==> images/met3.png <==
Scale bar: 20 microns.
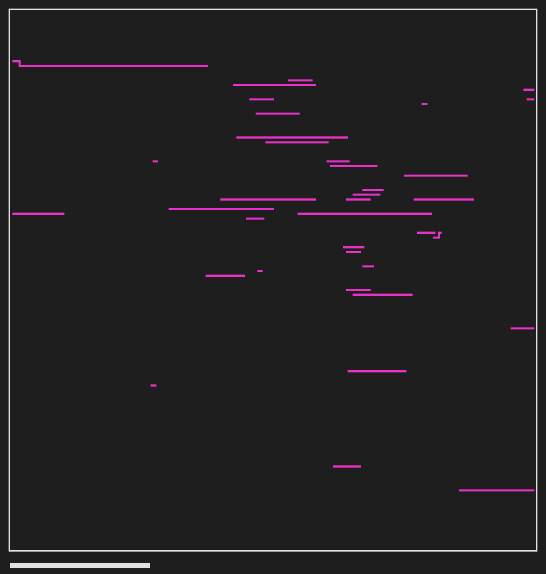
==> images/cell_classes.png <==
Fill, decap, tap and diode cells in grey.
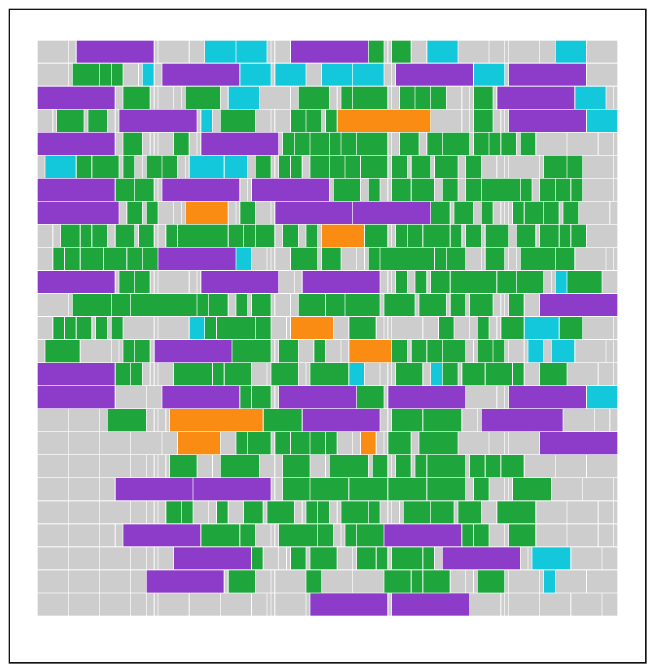
==> images/met1.png <==
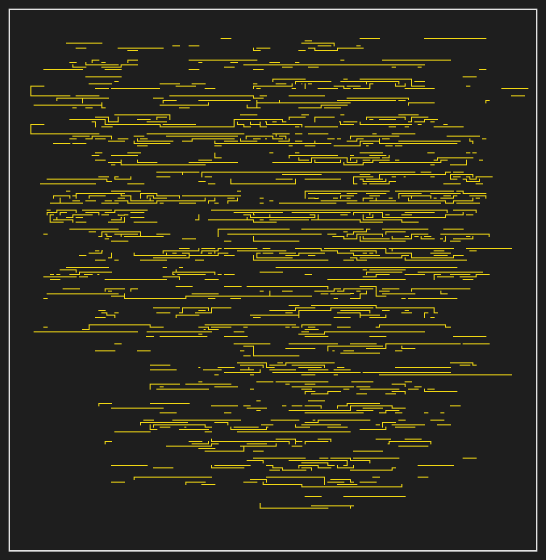
==> images/wire_density.png <==
Scale bar: 20 microns. 15 x 15 tiles, from dark blue (low) to red (high), scaled to the fullest tile. Values are wire area over tile area, all layers added.
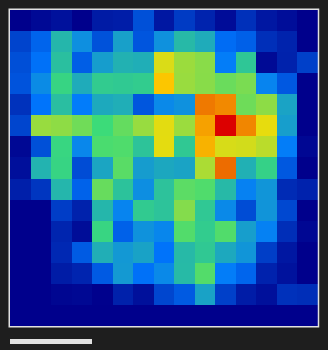
<file path="src/rtl/vga_pattern_gen_if.sv">
// Pixel-domain bundle between the pattern generator and the board pins.
// The master side (the generator) reads mode and drives the colour, sync, enable and LED outputs.
interface vga_pattern_gen_if #(
  parameter int COLOR_BITS = 2
);
  logic [2:0]            mode;
  logic [COLOR_BITS-1:0] r;
  logic [COLOR_BITS-1:0] g;
  logic [COLOR_BITS-1:0] b;
  logic                  h_sync;
  logic                  v_sync;
  logic                  display_en;
  logic                  frame_start;
  logic                  led;

  modport master (
    input  mode,
    output r, g, b, h_sync, v_sync, display_en, frame_start, led
  );

  modport slave (
    output mode,
    input  r, g, b, h_sync, v_sync, display_en, frame_start, led
  );
endinterface

</file>
<file path="src/rtl/vga_pattern_gen.sv">
// VGA timing and test-pattern generator; all outputs registered one cycle after counter state.
// Free-running with no backpressure; mode and frame counter latch only on the last cycle of a frame.
module vga_pattern_gen #(
  parameter int H_ACTIVE   = 640,
  parameter int H_FP       = 16,
  parameter int H_SYNC     = 96,
  parameter int H_BP       = 48,
  parameter int V_ACTIVE   = 480,
  parameter int V_FP       = 10,
  parameter int V_SYNC     = 2,
  parameter int V_BP       = 33,
  parameter int COLOR_BITS = 2,
  parameter bit SYNC_POL   = 1'b0
) (
  input  logic              clk_in,
  input  logic              reset,
  vga_pattern_gen_if.master io_vga
);
  localparam int H_TOTAL = H_ACTIVE + H_FP + H_SYNC + H_BP;
  localparam int V_TOTAL = V_ACTIVE + V_FP + V_SYNC + V_BP;
  localparam int HW      = $clog2(H_TOTAL);
  localparam int VW      = $clog2(V_TOTAL);
  localparam int BAR_W   = (H_ACTIVE >= 8) ? (H_ACTIVE / 8) : 1;
  localparam logic [COLOR_BITS-1:0] FULL = '1;

  logic [HW-1:0]         r_h_cnt;
  logic [VW-1:0]         r_v_cnt;
  logic [2:0]            r_mode_q;
  logic [7:0]            r_frame_cnt;
  logic [COLOR_BITS-1:0] r_r;
  logic [COLOR_BITS-1:0] r_g;
  logic [COLOR_BITS-1:0] r_b;
  logic                  r_h_sync;
  logic                  r_v_sync;
  logic                  r_de;
  logic                  r_fs;

  logic [31:0]           w_x;
  logic [31:0]           w_y;
  logic [31:0]           w_bar_idx;
  logic [31:0]           w_bar_lo;
  logic [2:0]            w_bar_k;
  logic                  w_h_last;
  logic                  w_v_last;
  logic                  w_active;
  logic                  w_hs_act;
  logic                  w_vs_act;
  logic                  w_in_bar;
  logic [COLOR_BITS-1:0] w_r;
  logic [COLOR_BITS-1:0] w_g;
  logic [COLOR_BITS-1:0] w_b;

  // Widen the counters so pattern bit-picks and bounds work for any parameter set.
  assign w_x       = 32'(r_h_cnt);
  assign w_y       = 32'(r_v_cnt);
  assign w_h_last  = (w_x == 32'(H_TOTAL - 1));
  assign w_v_last  = (w_y == 32'(V_TOTAL - 1));
  assign w_active  = (w_x < 32'(H_ACTIVE)) && (w_y < 32'(V_ACTIVE));
  assign w_hs_act  = (w_x >= 32'(H_ACTIVE + H_FP)) && (w_x < 32'(H_ACTIVE + H_FP + H_SYNC));
  assign w_vs_act  = (w_y >= 32'(V_ACTIVE + V_FP)) && (w_y < 32'(V_ACTIVE + V_FP + V_SYNC));
  assign w_bar_idx = w_x / 32'(BAR_W);
  assign w_bar_k   = (w_bar_idx > 32'd7) ? 3'd7 : w_bar_idx[2:0];
  assign w_bar_lo  = {22'd0, r_frame_cnt, 2'b00};
  assign w_in_bar  = (w_x >= w_bar_lo) && (w_x < (w_bar_lo + 32'd16));

  always_comb begin
    w_r = '0;
    w_g = '0;
    w_b = '0;
    if (w_active) begin
      case (r_mode_q)
        3'd1: begin
          w_r = FULL;
          w_g = FULL;
          w_b = FULL;
        end
        3'd2: begin
          w_r = w_bar_k[2] ? FULL : '0;
          w_g = w_bar_k[1] ? FULL : '0;
          w_b = w_bar_k[0] ? FULL : '0;
        end
        3'd3: begin
          if (w_x[5] ^ w_y[5]) begin
            w_r = FULL;
            w_g = FULL;
            w_b = FULL;
          end
        end
        3'd4: begin
          w_r = w_x[5 +: COLOR_BITS];
          w_g = w_x[5 +: COLOR_BITS];
          w_b = w_x[5 +: COLOR_BITS];
        end
        3'd5: begin
          if (w_in_bar) begin
            w_r = FULL;
            w_g = FULL;
            w_b = FULL;
          end
        end
        default: begin
        end
      endcase
    end
  end

  always_ff @(posedge clk_in or negedge reset) begin
    if (!reset) begin
      r_h_cnt     <= '0;
      r_v_cnt     <= '0;
      r_mode_q    <= 3'd0;
      r_frame_cnt <= 8'd0;
    end else begin
      if (w_h_last) begin
        r_h_cnt <= '0;
        if (w_v_last) begin
          r_v_cnt     <= '0;
          r_mode_q    <= io_vga.mode;
          r_frame_cnt <= r_frame_cnt + 8'd1;
        end else begin
          r_v_cnt <= r_v_cnt + 1'b1;
        end
      end else begin
        r_h_cnt <= r_h_cnt + 1'b1;
      end
    end
  end

  always_ff @(posedge clk_in or negedge reset) begin
    if (!reset) begin
      r_r      <= '0;
      r_g      <= '0;
      r_b      <= '0;
      r_h_sync <= ~SYNC_POL;
      r_v_sync <= ~SYNC_POL;
      r_de     <= 1'b0;
      r_fs     <= 1'b0;
    end else begin
      r_r      <= w_r;
      r_g      <= w_g;
      r_b      <= w_b;
      r_h_sync <= w_hs_act ? SYNC_POL : ~SYNC_POL;
      r_v_sync <= w_vs_act ? SYNC_POL : ~SYNC_POL;
      r_de     <= w_active;
      r_fs     <= (r_h_cnt == '0) && (r_v_cnt == '0);
    end
  end

  assign io_vga.r           = r_r;
  assign io_vga.g           = r_g;
  assign io_vga.b           = r_b;
  assign io_vga.h_sync      = r_h_sync;
  assign io_vga.v_sync      = r_v_sync;
  assign io_vga.display_en  = r_de;
  assign io_vga.frame_start = r_fs;
  assign io_vga.led         = r_de;
endmodule

</file>
<file path="src/flat_wrapper.sv">
// flat-port wrapper written by rule: the top's interface ports become plain ports
module vga_pattern_gen_flat 
#(
  parameter int H_ACTIVE   = 640,
  parameter int H_FP       = 16,
  parameter int H_SYNC     = 96,
  parameter int H_BP       = 48,
  parameter int V_ACTIVE   = 480,
  parameter int V_FP       = 10,
  parameter int V_SYNC     = 2,
  parameter int V_BP       = 33,
  parameter int COLOR_BITS = 2,
  parameter bit SYNC_POL   = 1'b0
)
  (clk_in, reset, io_vga_mode, io_vga_r, io_vga_g, io_vga_b, io_vga_h_sync, io_vga_v_sync, io_vga_display_en, io_vga_frame_start, io_vga_led);
  vga_pattern_gen_if #(.COLOR_BITS(COLOR_BITS)) io_vga_i ();
  input  logic clk_in;
  input  logic reset;
  input wire logic [$bits(io_vga_i.mode)-1:0] io_vga_mode;
  output wire logic [$bits(io_vga_i.r)-1:0] io_vga_r;
  output wire logic [$bits(io_vga_i.g)-1:0] io_vga_g;
  output wire logic [$bits(io_vga_i.b)-1:0] io_vga_b;
  output wire logic [$bits(io_vga_i.h_sync)-1:0] io_vga_h_sync;
  output wire logic [$bits(io_vga_i.v_sync)-1:0] io_vga_v_sync;
  output wire logic [$bits(io_vga_i.display_en)-1:0] io_vga_display_en;
  output wire logic [$bits(io_vga_i.frame_start)-1:0] io_vga_frame_start;
  output wire logic [$bits(io_vga_i.led)-1:0] io_vga_led;
  assign io_vga_i.mode = io_vga_mode;
  assign io_vga_r = io_vga_i.r;
  assign io_vga_g = io_vga_i.g;
  assign io_vga_b = io_vga_i.b;
  assign io_vga_h_sync = io_vga_i.h_sync;
  assign io_vga_v_sync = io_vga_i.v_sync;
  assign io_vga_display_en = io_vga_i.display_en;
  assign io_vga_frame_start = io_vga_i.frame_start;
  assign io_vga_led = io_vga_i.led;
  vga_pattern_gen #(.H_ACTIVE(H_ACTIVE), .H_FP(H_FP), .H_SYNC(H_SYNC), .H_BP(H_BP), .V_ACTIVE(V_ACTIVE), .V_FP(V_FP), .V_SYNC(V_SYNC), .V_BP(V_BP), .COLOR_BITS(COLOR_BITS), .SYNC_POL(SYNC_POL)) u_core (.clk_in(clk_in), .reset(reset), .io_vga(io_vga_i));
endmodule
</file>
<file path="config.mk">
export PLATFORM = sky130hd
export DESIGN_NAME = vga_pattern_gen_flat
export DESIGN_NICKNAME = d
export VERILOG_FILES = /design/src/rtl/vga_pattern_gen_if.sv /design/src/rtl/vga_pattern_gen.sv /design/src/flat_wrapper.sv
export SDC_FILE = /design/constraint.sdc
export NUM_CORES = 1
export LEC_CHECK = 0
export CORE_AREA = 3 3 72 74
export DETAILED_ROUTE_END_ITERATION = 6
export DIE_AREA = 0 0 75 77
export GPL_TIMING_DRIVEN = 0
export PLACE_DENSITY = 0.78
export RECOVER_POWER = 50
export SLEW_MARGIN = 25
export SYNTH_ARGS = -nofsm -noshare
export SYNTH_HDL_FRONTEND = slang
export SYNTH_SLANG_ARGS = --single-unit
</file>
<file path="constraint.sdc">
create_clock -name clk_in -period 2.74 [get_ports clk_in]
set_input_delay 0.822 -clock clk_in [delete_from_list [all_inputs] [get_ports clk_in]]
set_output_delay 0.822 -clock clk_in [all_outputs]
set_load 0.005 [all_outputs]
</file>
==> out/results.txt <==
DRC violations left: 0
area fraction of clock buffers and clock inverters: 0.0432
Reg2Reg Launch Point: u_core.r_h_cnt[7]$_DFF_PN0_
most used standard cells in the synthesized netlist: sky130_fd_sc_hd__dfrtp_1, sky130_fd_sc_hd__ha_1, sky130_fd_sc_hd__nor2_1, sky130_fd_sc_hd__inv_1, sky130_fd_sc_hd__o21ai_0
top flop regs: u_core.r_h_cnt (10), u_core.r_v_cnt (10), u_core.r_frame_cnt (8)
pin count of the biggest net entering global routing: 24
initial standard-cell utilization of the core: 0.587
most frequent logic cells in the routed design: sky130_fd_sc_hd__dfrtp_1, sky130_fd_sc_hd__ha_1, sky130_fd_sc_hd__inv_1, sky130_fd_sc_hd__nor2_1, sky130_fd_sc_hd__o21ai_0
maximum net fanout on the critical path: 7
#MultiIn Comb: 225
post-route non-filler standard cell count: 376
vias in the first global route: 2131
FF-to-FF End: u_core.io_vga.b[0]$_DFF_PN0_
hold buffer count at CTS: 0
worst slack, placed: 107 ps
CP Data Arrival Time: 2760 ps
via-per-instance ratio: 5.95
area fraction in compound gates after synthesis: 0.146
Leakage Power: 1.37 nW
met2 WL: 2710 microns
placed cells: 368
weighted congestion at the end of routability-driven global placement: 0.865
Yosys warnings: 0
clock tree from TritonCTS: done
type of element launching the critical path: flip-flop
combinational share of power: 0.015
max incr delay on CP: 500 ps
total cell area reported by yosys after synthesis: 0.00274 sq mm
M1 wire length: 2730 microns
tally of unique sky130hd cells used after synthesis: 57
Cell area leaders: sky130_fd_sc_hd__dfrtp_1, sky130_fd_sc_hd__ha_1, sky130_fd_sc_hd__xnor2_1
clock skew after layout: 12.0 ps
met2 demand-to-capacity share in global routing: 0.330
largest non-sequential cell family by area: simple AND/OR/NAND/NOR gates
layout filler cell count: 372
Tapcell Cnt: 54
Signal buf overhead: 0.0739
final routed wirelength across all metal layers: 5780 microns
final worst slack: 191 ps
height of the die: 77 microns
Simple-Gate Area Share: 0.231
number of clock buffers in the layout: 5
Final Net Count: 347
multiplexer area fraction after synthesis: 0.0165
count of maximum capacitance violations: 0
count of non-CTS buffers in the layout: 28
width of the die: 75 microns
Critical Path Start: u_core.r_h_cnt[7]$_DFF_PN0_
Dominant cell area share: 0.357
type of destination of the critical path: flip-flop
hold violation total from the final report: 0
CP dominant cell by count: sky130_fd_sc_hd__a31oi_1
cell area after technology mapping: 0.00274 sq mm
post-layout period usage: 0.930
Post-synth top flop: sky130_fd_sc_hd__dfrtp_1
Synth area leader: sky130_fd_sc_hd__dfrtp_1
Final TNS setup: 0 ps
count of cell instances traversed by the critical path: 10
Multi-input gate area: 0.00156 sq mm
internal reg-to-reg setup slack: 190 ps
post_cts resized: 0
cell count listed in synth_stat.txt: 298
Design Power: 1.20 mW
layout cells sized above 1: 0.109
reported clock group power: 574 uW
post-route cell area: 0.00310 sq mm
highest metal layer used by the detailed router: met4
cts bufs inserted: 5
main power-consuming group: sequential cells
P per Cell Area: 386 mW/mm^2
status: completed
router iterations before antenna repair: 4
RSZ-0062 raised after global routing: no
antenna-violating nets left: 0
Non-CTS inverters: 20
met1 routing resource usage after global routing: 0.324
share of the final layout cell area in multi-input gates: 0.505
worst endpoint required time: 2950 ps
chain of cells forming the critical path: nor2_4 -> inv_1 -> ha_1 -> nor2b_1 -> a2111oi_2 -> a31oi_1 -> o32ai_1 -> a211oi_1 -> o21ai_1 -> a31oi_1
fraction of the yosys area taken by sequential cells: 0.376
power in sequential cells: 605 uW
number of placement rows: 25
post-layout min period: 2550 ps
R2R cell count: 10
global route hottest layer: met2
transition at the pin with the smallest max-transition slack: 1080 ps
## Picture notes: met3.png
wire length on this layer: 224 microns
share of all routed wire: 3.9%
main direction: horizontal
nets with wire on the layer: 31

## Picture notes: cell_classes.png
| class | colour | cells | share of their area |
|---|---|---|---|
| clock drivers and dummy loads | orange | 8 | 4.4% |
| all other logic | green | 245 | 54% |
| flops | purple | 41 | 34% |
| other buffers and delay cells | cyan | 28 | 7.6% |

## Picture notes: met1.png
wire length on this layer: 2730 microns
nets with wire on the layer: 325
main direction: horizontal
longest straight run: 33.6 microns
share of all routed wire: 47%

## Picture notes: wire_density.png
mean over tiles: 0.16
nearly empty tiles: 19%
tiles over half the peak: 18%

No activity file was given, so power comes from the tool's default toggle rates.
